`src/rtl/noc_ni_packetizer_if.sv`:
```
// Injection-port bundle: IP command/payload handshakes, NoC flit output and per-VC credits.
interface noc_ni_packetizer_if #(
    parameter int unsigned DATA_WIDTH   = 512,
    parameter int unsigned VC_NUM       = 4,
    parameter int unsigned VC_DEPTH     = 16,
    parameter int unsigned PRIO_WIDTH   = 2,
    parameter int unsigned PKT_ID_WIDTH = 8,
    parameter int unsigned LEN_WIDTH    = 4
);
    localparam int unsigned CW = $clog2(VC_DEPTH + 1);

    logic                     cmd_valid;
    logic                     cmd_ready;
    logic [PRIO_WIDTH-1:0]    cmd_prio;
    logic [LEN_WIDTH-1:0]     cmd_len;
    logic                     dat_valid;
    logic                     dat_ready;
    logic [DATA_WIDTH-1:0]    dat_data;
    logic                     flit_valid;
    logic [DATA_WIDTH-1:0]    flit_data;
    logic [VC_NUM-1:0]        flit_vc_id;
    logic [PRIO_WIDTH-1:0]    flit_prio;
    logic [PKT_ID_WIDTH-1:0]  flit_pkt_id;
    logic                     flit_tail;
    logic [VC_NUM-1:0]        credit_return;
    logic [VC_NUM*CW-1:0]     credit_cnt;

    // Packetizer side
    modport slave (
        input  cmd_valid, cmd_prio, cmd_len, dat_valid, dat_data, credit_return,
        output cmd_ready, dat_ready, flit_valid, flit_data, flit_vc_id, flit_prio,
        output flit_pkt_id, flit_tail, credit_cnt
    );

    // IP / NoC side
    modport master (
        output cmd_valid, cmd_prio, cmd_len, dat_valid, dat_data, credit_return,
        input  cmd_ready, dat_ready, flit_valid, flit_data, flit_vc_id, flit_prio,
        input  flit_pkt_id, flit_tail, credit_cnt
    );
endinterface

```
`src/rtl/noc_ni_packetizer.sv`:
```
// NoC network-interface injection stage: turns (prio, len) commands plus payload beats
// into wormhole flits on a prio-selected VC, gated by per-VC downstream credits.
module noc_ni_packetizer #(
    parameter int unsigned DATA_WIDTH   = 512,
    parameter int unsigned VC_NUM       = 4,
    parameter int unsigned VC_DEPTH     = 16,
    parameter int unsigned PRIO_WIDTH   = 2,
    parameter int unsigned PKT_ID_WIDTH = 8,
    parameter int unsigned LEN_WIDTH    = 4
) (
    input  logic               clk,
    input  logic               rst_n,
    noc_ni_packetizer_if.slave bus,
    output logic               busy,
    output logic               err_credit
);
    localparam int unsigned CW  = $clog2(VC_DEPTH + 1);
    localparam int unsigned VIW = (VC_NUM > 1) ? $clog2(VC_NUM) : 1;

    typedef enum logic [0:0] {
        IDLE = 1'b0,
        SEND = 1'b1
    } state_t;

    state_t                  state_q, state_d;
    logic [PRIO_WIDTH-1:0]   prio_q, prio_d;
    logic [LEN_WIDTH-1:0]    len_q, len_d;
    logic [LEN_WIDTH-1:0]    beat_q, beat_d;
    logic [VIW-1:0]          vc_q, vc_d;
    logic [PKT_ID_WIDTH-1:0] pkt_id_q, pkt_id_d;
    logic [CW-1:0]           credit_q [VC_NUM];
    logic [CW-1:0]           credit_d [VC_NUM];
    logic                    err_q, err_d;

    logic                    flit_valid_q, flit_valid_d;
    logic [DATA_WIDTH-1:0]   flit_data_q, flit_data_d;
    logic [VC_NUM-1:0]       flit_vc_q, flit_vc_d;
    logic [PRIO_WIDTH-1:0]   flit_prio_q, flit_prio_d;
    logic [PKT_ID_WIDTH-1:0] flit_pkt_id_q, flit_pkt_id_d;
    logic                    flit_tail_q, flit_tail_d;

    logic cmd_hs, dat_hs, tail_beat;

    // Ready is a decode of current state and the selected VC's credit.
    assign bus.cmd_ready = (state_q == IDLE);
    assign bus.dat_ready = (state_q == SEND) && (credit_q[vc_q] != '0);
    assign cmd_hs        = bus.cmd_valid & bus.cmd_ready;
    assign dat_hs        = bus.dat_valid & bus.dat_ready;
    assign tail_beat     = (beat_q == len_q);

    // Packet sequencing and flit formation
    always_comb begin
        state_d       = state_q;
        prio_d        = prio_q;
        len_d         = len_q;
        vc_d          = vc_q;
        beat_d        = beat_q;
        pkt_id_d      = pkt_id_q;
        flit_valid_d  = 1'b0;
        flit_data_d   = flit_data_q;
        flit_vc_d     = flit_vc_q;
        flit_prio_d   = flit_prio_q;
        flit_pkt_id_d = flit_pkt_id_q;
        flit_tail_d   = flit_tail_q;
        unique case (state_q)
            IDLE: begin
                if (cmd_hs) begin
                    state_d = SEND;
                    prio_d  = bus.cmd_prio;
                    len_d   = bus.cmd_len;
                    vc_d    = VIW'(32'(bus.cmd_prio) % VC_NUM);
                    beat_d  = '0;
                end
            end
            SEND: begin
                if (dat_hs) begin
                    flit_valid_d  = 1'b1;
                    flit_data_d   = bus.dat_data;
                    flit_vc_d     = VC_NUM'(1) << vc_q;
                    flit_prio_d   = prio_q;
                    flit_pkt_id_d = pkt_id_q;
                    flit_tail_d   = tail_beat;
                    beat_d        = beat_q + LEN_WIDTH'(1);
                    if (tail_beat) begin
                        state_d  = IDLE;
                        pkt_id_d = pkt_id_q + PKT_ID_WIDTH'(1);
                    end
                end
            end
            default: state_d = IDLE;
        endcase
    end

    // Per-VC credits: a send and a return in the same cycle cancel; overflow saturates and flags.
    always_comb begin
        err_d = err_q;
        for (int unsigned v = 0; v < VC_NUM; v++) begin
            credit_d[v] = credit_q[v];
            if (dat_hs && (vc_q == VIW'(v)) && !bus.credit_return[v]) begin
                credit_d[v] = credit_q[v] - CW'(1);
            end else if (!(dat_hs && (vc_q == VIW'(v))) && bus.credit_return[v]) begin
                if (credit_q[v] == CW'(VC_DEPTH)) begin
                    err_d = 1'b1;
                end else begin
                    credit_d[v] = credit_q[v] + CW'(1);
                end
            end
        end
    end

    always_ff @(posedge clk or negedge rst_n) begin
        if (!rst_n) begin
            state_q       <= IDLE;
            prio_q        <= '0;
            len_q         <= '0;
            vc_q          <= '0;
            beat_q        <= '0;
            pkt_id_q      <= '0;
            err_q         <= 1'b0;
            flit_valid_q  <= 1'b0;
            flit_data_q   <= '0;
            flit_vc_q     <= '0;
            flit_prio_q   <= '0;
            flit_pkt_id_q <= '0;
            flit_tail_q   <= 1'b0;
            for (int unsigned v = 0; v < VC_NUM; v++) begin
                credit_q[v] <= CW'(VC_DEPTH);
            end
        end else begin
            state_q       <= state_d;
            prio_q        <= prio_d;
            len_q         <= len_d;
            vc_q          <= vc_d;
            beat_q        <= beat_d;
            pkt_id_q      <= pkt_id_d;
            err_q         <= err_d;
            flit_valid_q  <= flit_valid_d;
            flit_data_q   <= flit_data_d;
            flit_vc_q     <= flit_vc_d;
            flit_prio_q   <= flit_prio_d;
            flit_pkt_id_q <= flit_pkt_id_d;
            flit_tail_q   <= flit_tail_d;
            for (int unsigned v = 0; v < VC_NUM; v++) begin
                credit_q[v] <= credit_d[v];
            end
        end
    end

    for (genvar g = 0; g < VC_NUM; g++) begin : g_credit_out
        assign bus.credit_cnt[g*CW +: CW] = credit_q[g];
    end

    assign bus.flit_valid  = flit_valid_q;
    assign bus.flit_data   = flit_data_q;
    assign bus.flit_vc_id  = flit_vc_q;
    assign bus.flit_prio   = flit_prio_q;
    assign bus.flit_pkt_id = flit_pkt_id_q;
    assign bus.flit_tail   = flit_tail_q;
    assign busy            = (state_q == SEND);
    assign err_credit      = err_q;
endmodule

```
`src/flat_wrapper.sv`:
```
// flat-port wrapper written by rule: the top's interface ports become plain ports
module noc_ni_packetizer_flat 
#(
    parameter int unsigned DATA_WIDTH   = 512,
    parameter int unsigned VC_NUM       = 4,
    parameter int unsigned VC_DEPTH     = 16,
    parameter int unsigned PRIO_WIDTH   = 2,
    parameter int unsigned PKT_ID_WIDTH = 8,
    parameter int unsigned LEN_WIDTH    = 4
)
  (clk, rst_n, busy, err_credit, bus_cmd_valid, bus_cmd_prio, bus_cmd_len, bus_dat_valid, bus_dat_data, bus_credit_return, bus_cmd_ready, bus_dat_ready, bus_flit_valid, bus_flit_data, bus_flit_vc_id, bus_flit_prio, bus_flit_pkt_id, bus_flit_tail, bus_credit_cnt);
  noc_ni_packetizer_if #(.DATA_WIDTH(DATA_WIDTH), .VC_NUM(VC_NUM), .VC_DEPTH(VC_DEPTH), .PRIO_WIDTH(PRIO_WIDTH), .PKT_ID_WIDTH(PKT_ID_WIDTH), .LEN_WIDTH(LEN_WIDTH)) bus_i ();
  input  logic clk;
  input  logic rst_n;
  output logic busy;
  output logic err_credit;
  input wire logic [$bits(bus_i.cmd_valid)-1:0] bus_cmd_valid;
  input wire logic [$bits(bus_i.cmd_prio)-1:0] bus_cmd_prio;
  input wire logic [$bits(bus_i.cmd_len)-1:0] bus_cmd_len;
  input wire logic [$bits(bus_i.dat_valid)-1:0] bus_dat_valid;
  input wire logic [$bits(bus_i.dat_data)-1:0] bus_dat_data;
  input wire logic [$bits(bus_i.credit_return)-1:0] bus_credit_return;
  output wire logic [$bits(bus_i.cmd_ready)-1:0] bus_cmd_ready;
  output wire logic [$bits(bus_i.dat_ready)-1:0] bus_dat_ready;
  output wire logic [$bits(bus_i.flit_valid)-1:0] bus_flit_valid;
  output wire logic [$bits(bus_i.flit_data)-1:0] bus_flit_data;
  output wire logic [$bits(bus_i.flit_vc_id)-1:0] bus_flit_vc_id;
  output wire logic [$bits(bus_i.flit_prio)-1:0] bus_flit_prio;
  output wire logic [$bits(bus_i.flit_pkt_id)-1:0] bus_flit_pkt_id;
  output wire logic [$bits(bus_i.flit_tail)-1:0] bus_flit_tail;
  output wire logic [$bits(bus_i.credit_cnt)-1:0] bus_credit_cnt;
  assign bus_i.cmd_valid = bus_cmd_valid;
  assign bus_i.cmd_prio = bus_cmd_prio;
  assign bus_i.cmd_len = bus_cmd_len;
  assign bus_i.dat_valid = bus_dat_valid;
  assign bus_i.dat_data = bus_dat_data;
  assign bus_i.credit_return = bus_credit_return;
  assign bus_cmd_ready = bus_i.cmd_ready;
  assign bus_dat_ready = bus_i.dat_ready;
  assign bus_flit_valid = bus_i.flit_valid;
  assign bus_flit_data = bus_i.flit_data;
  assign bus_flit_vc_id = bus_i.flit_vc_id;
  assign bus_flit_prio = bus_i.flit_prio;
  assign bus_flit_pkt_id = bus_i.flit_pkt_id;
  assign bus_flit_tail = bus_i.flit_tail;
  assign bus_credit_cnt = bus_i.credit_cnt;
  noc_ni_packetizer #(.DATA_WIDTH(DATA_WIDTH), .VC_NUM(VC_NUM), .VC_DEPTH(VC_DEPTH), .PRIO_WIDTH(PRIO_WIDTH), .PKT_ID_WIDTH(PKT_ID_WIDTH), .LEN_WIDTH(LEN_WIDTH)) u_core (.clk(clk), .rst_n(rst_n), .bus(bus_i), .busy(busy), .err_credit(err_credit));
endmodule
```
`config.mk`:
```
export PLATFORM = sky130hd
export DESIGN_NAME = noc_ni_packetizer_flat
export DESIGN_NICKNAME = d
export VERILOG_FILES = /design/src/rtl/noc_ni_packetizer_if.sv /design/src/rtl/noc_ni_packetizer.sv /design/src/flat_wrapper.sv
export SDC_FILE = /design/constraint.sdc
export NUM_CORES = 1
export LEC_CHECK = 0
export CAP_MARGIN = 20
export CELL_PAD_IN_SITES_DETAIL_PLACEMENT = 0
export CELL_PAD_IN_SITES_GLOBAL_PLACEMENT = 2
export CORE_AREA = 2 2 419 421
export CTS_CLUSTER_SIZE = 8
export DETAILED_ROUTE_END_ITERATION = 8
export DIE_AREA = 0 0 421 423
export PLACE_DENSITY_LB_ADDON = 0.1
export SYNTH_ARGS = -nofsm -noshare
export SYNTH_HDL_FRONTEND = slang
export SYNTH_SLANG_ARGS = --single-unit
```
`constraint.sdc`:
```
create_clock -name clk -period 3 [get_ports clk]
set_clock_uncertainty 0.05 [all_clocks]
set_input_delay 0.6 -clock clk [delete_from_list [all_inputs] [get_ports clk]]
set_output_delay 0.6 -clock clk [all_outputs]
set_load 0.05 [all_outputs]
```
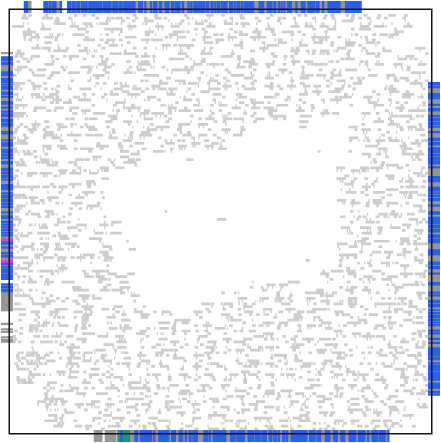
*I/O pins on the die edge, run 1*
Scale: 1 px per um. Pins as bars across the die edge, other pins in grey.
bus_flit_valid: in orange, pins 1, direction output, edge right. bus_cmd_len: in green, pins 4, direction input, edge bottom. bus_dat_data: in blue, pins 512, direction input, edge 171 top, 144 bottom, 113 right, 84 left. bus_flit_pkt_id: in magenta, pins 8, direction output, edge 4 left, 2 bottom, 2 top.
All pins by edge: 344 top, 313 bottom, 230 right, 191 left.
Port-buffer cells: 1,077
Die Y: 423 um
Die X: 421 um

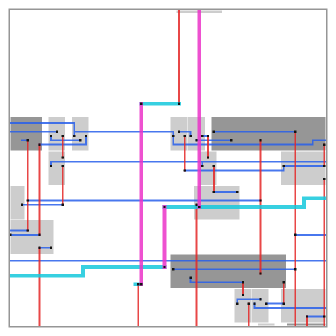
*Close-up of the layout, run 1*
Region (198, 114) to (223, 139) um. Cells in grey, sequential cells in the stronger grey; small squares are vias.
met1: in blue. met3: in cyan. met2: in red. met4: in magenta.
14 logic cells have their middle in the window. Sequential cells in the window: 2. Netlist names of flops here include u_core.bus.flit_data (2). Most frequent: nand2_1 (8), clkdlybuf4s50_1 (4), dfrtp_1 (2).

==> changes_impl.md, run 1 <==
### Implementation results

* Vias in the first global route at 21,700
* Mean post-synth cell area at 9.18 um2
* Register area share after synthesis at 62.9%
* Largest net degree at the start of global routing at 133
* Clk pwr share at 17.7%
* CTS resizes at 5
* DP Wirelength at 96.7 mm
* Clock root cell: clkbuf_16
* Post-synth ARST share at 100%
* Relative slew margins at 40.7%
* Register area at 14,200 um2
* Endpoints failing setup at 0
* Area growth, synth to finish at 72.3%
* CP Class: register to register
* Tightest Hold Check Type: input pin to register
* DR pass1 iterations at 4
* Yosys xor share at 1.05%
* Startpoint Class: register
* Late-Pin Clk Latency at 0.68 ns
* Most numerous logic cell after layout: nand2_1
* Design Area, Final at 38,900 um2
* Combinational share of cell area at 18.9%
* Sequential power share at 24.8%
* Pre-CTS setup slack at -0.174 ns
* Diode count at 5
* Layout fillers at 19,000
* Max Freq at 341 MHz
* Hold path depth at 3
* Worst path slowest cell: or4_4
* Clock buf/inv share at 6.44%
* Crit path depth at 12
* Post-Route WL at 127 mm
* Synth Cell Area at 22,600 um2
* Final Util at 22.5%
* Clock Path Buffers at 3
* Fin crit period at 2.93 ns
* Routed Antenna Nets at 0
* Max_cap viols at 0
* CP endpoint: u_core.bus.credit_cnt[14]$_DFFE_PN1P_
* Die ar. at 178,000 um2
* Highest metal used: met5
* CP endpoint kind: register
* AND-OR/OR-AND Cells, Area Fraction at 1.25%
* I/O pin cnt at 1,078
* TritonCTS Buffers at 86
* Largest area class, layout: sequential cells
* Signal buf overhead at 30.3%
* GRT busiest layer: met2
* Drt wl/cell at 21.2 um
* Worst Path Buf+Inv at 1
* Comb area leader: simple AND/OR/NAND/NOR gates
* Worst path max stage delay at 0.58 ns
* Total negative slack at 0 ns
* Final hold violation count at 0
* Sw frac at 51.3%
* Logic inverters at 23
* Reg clk slew, reported paths at 0.06 ns
* Placed Cells at 5,836
* CTS tree: yes
* Reg2Reg Capture Point: u_core.bus.credit_cnt[14]$_DFFE_PN1P_
* Worst vdd ir at 0.595 mV
* First-pass GRT wire length at 178 mm
* Most frequent cells in the layout: nand2_1, clkdlybuf4s50_1, dfrtp_1
* Registers at 568
* Pwr dens at 1390 nW/um2
* Final worst slack at 0.0654 ns
* DR iter-0 viols at 774
* Cts hold-fix bufs at 1
* Outcome: completed
* CP Max Fanout at 4
* Fin cells at 5,979
* Yosys simple share at 27.9%
* Repair and plain buffers at 1,175
* Logic area at 7370 um2
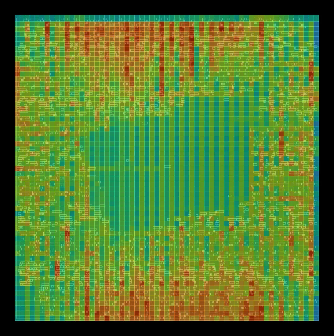
*Congestion heat map, run 1*
GRT Overall Usage: 13.9%
met1 Usage GRT: 15.2%
GR met3 Demand/Resource: 5.05%
met2 Use GR: 25.9%

-- run 1: flip-flops by register name, summed over array words and instances, names as in the netlist --
| signal | cells |
|---|---|
| u_core.beat_q | 4 |
| u_core.bus.credit_cnt | 20 |
| u_core.bus.flit_data | 512 |
| u_core.bus.flit_pkt_id | 8 |
| u_core.bus.flit_prio | 2 |
| u_core.bus.flit_tail | 1 |
| u_core.bus.flit_valid | 1 |
| u_core.bus.flit_vc_id | 4 |
| u_core.busy | 1 |
| u_core.err_credit | 1 |
| u_core.len_q | 4 |
| u_core.pkt_id_q | 8 |
| u_core.prio_q | 2 |
==> inputs of run 2 (changes only) <==
- CORE_AREA: 2 2 419 421 -> 2 2 417 419
- DIE_AREA: 0 0 421 423 -> 0 0 419 421
- DONT_BUFFER_PORTS: not set -> 1
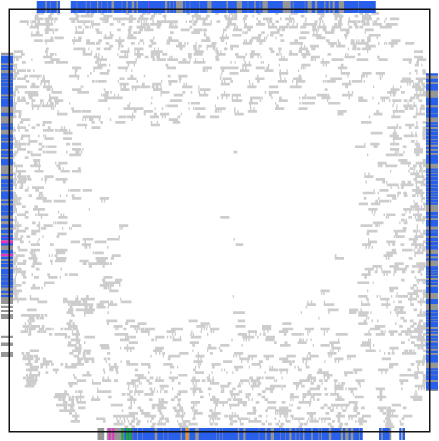
*I/O pins on the die edge, run 2*
Scale: 1 px per um. Pins as bars across the die edge, other pins in grey.
bus_dat_data: in blue, pins 512, direction input, edge 177 top, 135 bottom, 114 right, 86 left. bus_cmd_len: in green, pins 4, direction input, edge bottom. bus_flit_valid: in orange, pins 1, direction output, edge bottom. bus_flit_pkt_id: in magenta, pins 8, direction output, edge 4 left, 3 bottom, 1 top.
All pins by edge: 354 top, 297 bottom, 233 right, 194 left.
Port-buffer cells: 0
Die Y: 421 um
Die X: 419 um

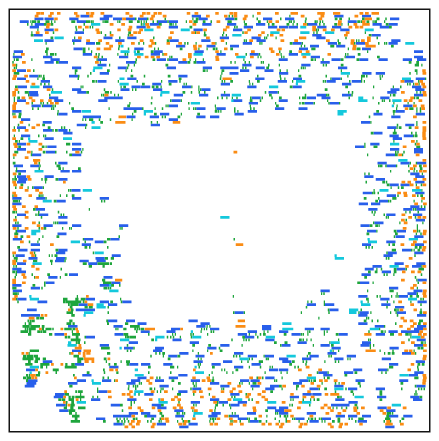
*Placed cells, one colour a class, run 2*
Scale: 1 px per um.
other buffers and delay cells: in orange, cells 579, share of their area 20%. all other logic: in green, cells 1,774, share of their area 25%. clock drivers and dummy loads: in cyan, cells 123, share of their area 8.0%. flip-flops: in blue, cells 568, share of their area 47%.
Design Area, Final: 32,900 um2
Rows: 153
sequential portion of the cell area: 43.3%

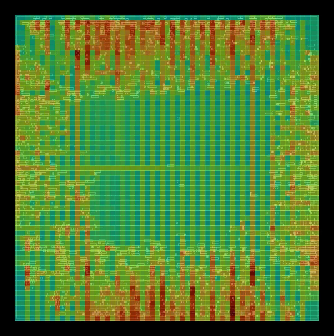
*Congestion heat map, run 2*
Final Util: 19.1%
GRT Overall Usage: 11.9%
drt wl/cell: 20.1 um
GR met3 Demand/Resource: 4.60%
met1 Usage GRT: 12.3%

==> run 2 against run 1 <==
Against the previous run: flip-flop count unchanged; maximum frequency down 1.4%; the flow now finishes with violations (hold timing); utilization down 3.4 points; largest power group is now registers.
==> changes_impl.md, run 2 <==
### Implementation results

* Startpoint Class: register
* Most frequent cell after synthesis: nand2_1
* Final worst slack at 0.0245 ns
* DR pass1 iterations at 5
* Max_cap viols at 0
* Clock root cell: clkbuf_16
* Worst Path Buf+Inv at 3
* Area growth, synth to finish at 45.6%
* Mi-comb count at 1,751
* Power Total at 0.0463 W
* DP Wirelength at 78.2 mm
* Final hold violation count at 190
* Top cell area share at 62.5%
* Cell Area, Placed at 25,100 um2
* GRT busiest layer: met2
* Crit path DRT at 2.35 ns
* Reg clk slew, reported paths at 0.05 ns
* Max FFs per register at 512
* Htree depth at 3
* Highest metal used: met5
* Fin cells at 5,372
* Vias at 18,300
* Unrepaired setup endpoints after global routing: true
* Worst vdd ir at 0.434 mV
* Layout cells sized above 1 at 6.83%
* Relative slew margins at 33.0%
* Vias in the first global route at 19,600
* Final period util at 99.2%
* I/O pin cnt at 1,078
* R2r setup slk at 0.04 ns
* Clock buf/inv share at 7.32%
* Met2 Use GR at 21.4%
* Synth flops at 568
* Clock Path Buffers at 3
* Yosys cell count at 2,460
* Register area at 14,200 um2
* Repair and plain buffers at 579
* Area leader, netlist: dfrtp_1
* Combinational share of cell area at 22.3%
* Most frequent cells in the layout: nand2_1, dfrtp_1, dlygate4sd3_1
* Tightest Hold Check Type: input pin to async pin
* CP Class: register to output port
* Worst path arrival time at 2.33 ns
* Beginning of the critical path: u_core.bus.credit_cnt[2]$_DFFE_PN0P_
* Multiplexer share of the synthesized area at 0.138%
* Vias/cell at 3.40
* Most numerous logic cell after layout: nand2_1
* Comb area leader: simple AND/OR/NAND/NOR gates
* Pwr dens at 1410 nW/um2
* Met2 wire len at 56.1 mm
* CORE AREA at 172,000 um2
* Largest area class, layout: sequential cells
* Total global routing overflow at 0
* Layout fillers at 19,200
* Crit path cell chain: or4_4 > o221ai_4 > buf_4 > buf_6 > a21oi_2 > buf_6
* Floorplan core density at 13.1%
* TritonCTS Buffers at 85
* WL met1 at 38.9 mm
* Pre-CTS setup slack at 0.0727 ns
* CP endpoint kind: output port
* Post-Route WL at 108 mm
* Worst path slowest cell: or4_4
* Endpoints failing setup at 0
* Main area contributors: dfrtp_1, nand2_1, buf_6, ha_1, buf_2
* Dominant synthesized flop cell: dfrtp_1
* Max Freq at 336 MHz
* AND-OR/OR-AND Cells, Area Fraction at 1.25%
* Yosys simple share at 27.9%
* Synth Cell Area at 22,600 um2
* Crit-path most repeated cell: buf_6
* Post-synth ARST share at 100%
* Placed Cells at 4,724
* Late-Pin Clk Latency at 0.71 ns
* Syn nets at 3,012
* Leak at 16.0 nW
* EDFF count, synth at 0
* Diode count at 3
* CTS resizes at 4
* Signal buf overhead at 17.9%
* Reg2Reg Capture Point: u_core.bus.credit_cnt[19]$_DFFE_PN1P_
* CTS tree: yes
* Pins over their slew limit at 0
* DR iter-0 viols at 936
* Logic inverters at 23
* Failing checks: hold timing
* WL met3 at 9.65 mm
* Largest net degree at the start of global routing at 569
* Routed Antenna Nets at 0
* Cts hold-fix bufs at 511
* Outcome: finished with violations
* # clk buffers at 111
* Final hold slack at -0.467 ns
* Die ar. at 176,000 um2
* Yosys xor share at 1.05%
* Register area share after synthesis at 62.9%
* First-pass GRT wire length at 151 mm
* Mean post-synth cell area at 9.18 um2
* Total negative slack at 0 ns
* Worst Max-Slew Pin Slew at 1.00 ns
* Yosys Chip Area at 22,600 um2
* Logic area at 7350 um2
* Post-CTS Setup Inserts at 2
* Synthesized instance count at 2,460
* Adder Share, Synth at 1.57%
* Worst path max stage delay at 0.57 ns
* CP Max Fanout at 2
* Fin crit period at 2.98 ns
* Registers at 568
==> run 2: worst max path at each step <==
stage | cells past startpoint | endpoint | slack [ns]
floorplan | 14 | u_core.bus.credit_cnt[19]$_DFFE_PN1P_ | -0.04
global placement | 13 | u_core.bus.credit_cnt[19]$_DFFE_PN1P_ | 0.04
detailed placement | 13 | u_core.bus.credit_cnt[19]$_DFFE_PN1P_ | 0.07
CTS | 5 | bus_dat_ready | -0.05
global route | 14 | u_core.bus.credit_cnt[19]$_DFFE_PN1P_ | -0.09
finish | 6 | bus_dat_ready | 0.02
==> run 2: report_power, final <==
group | internal, W | leakage (nW) | switching [W]
clock network | 0.00530 | 1.17 | 0.00392
logic | 0.00357 | 7.78 | 0.00650
registers | 0.0111 | 7.03 | 0.0159
total | 0.0200 | 16.0 | 0.0264
Power is estimated from default activity; no workload was simulated.
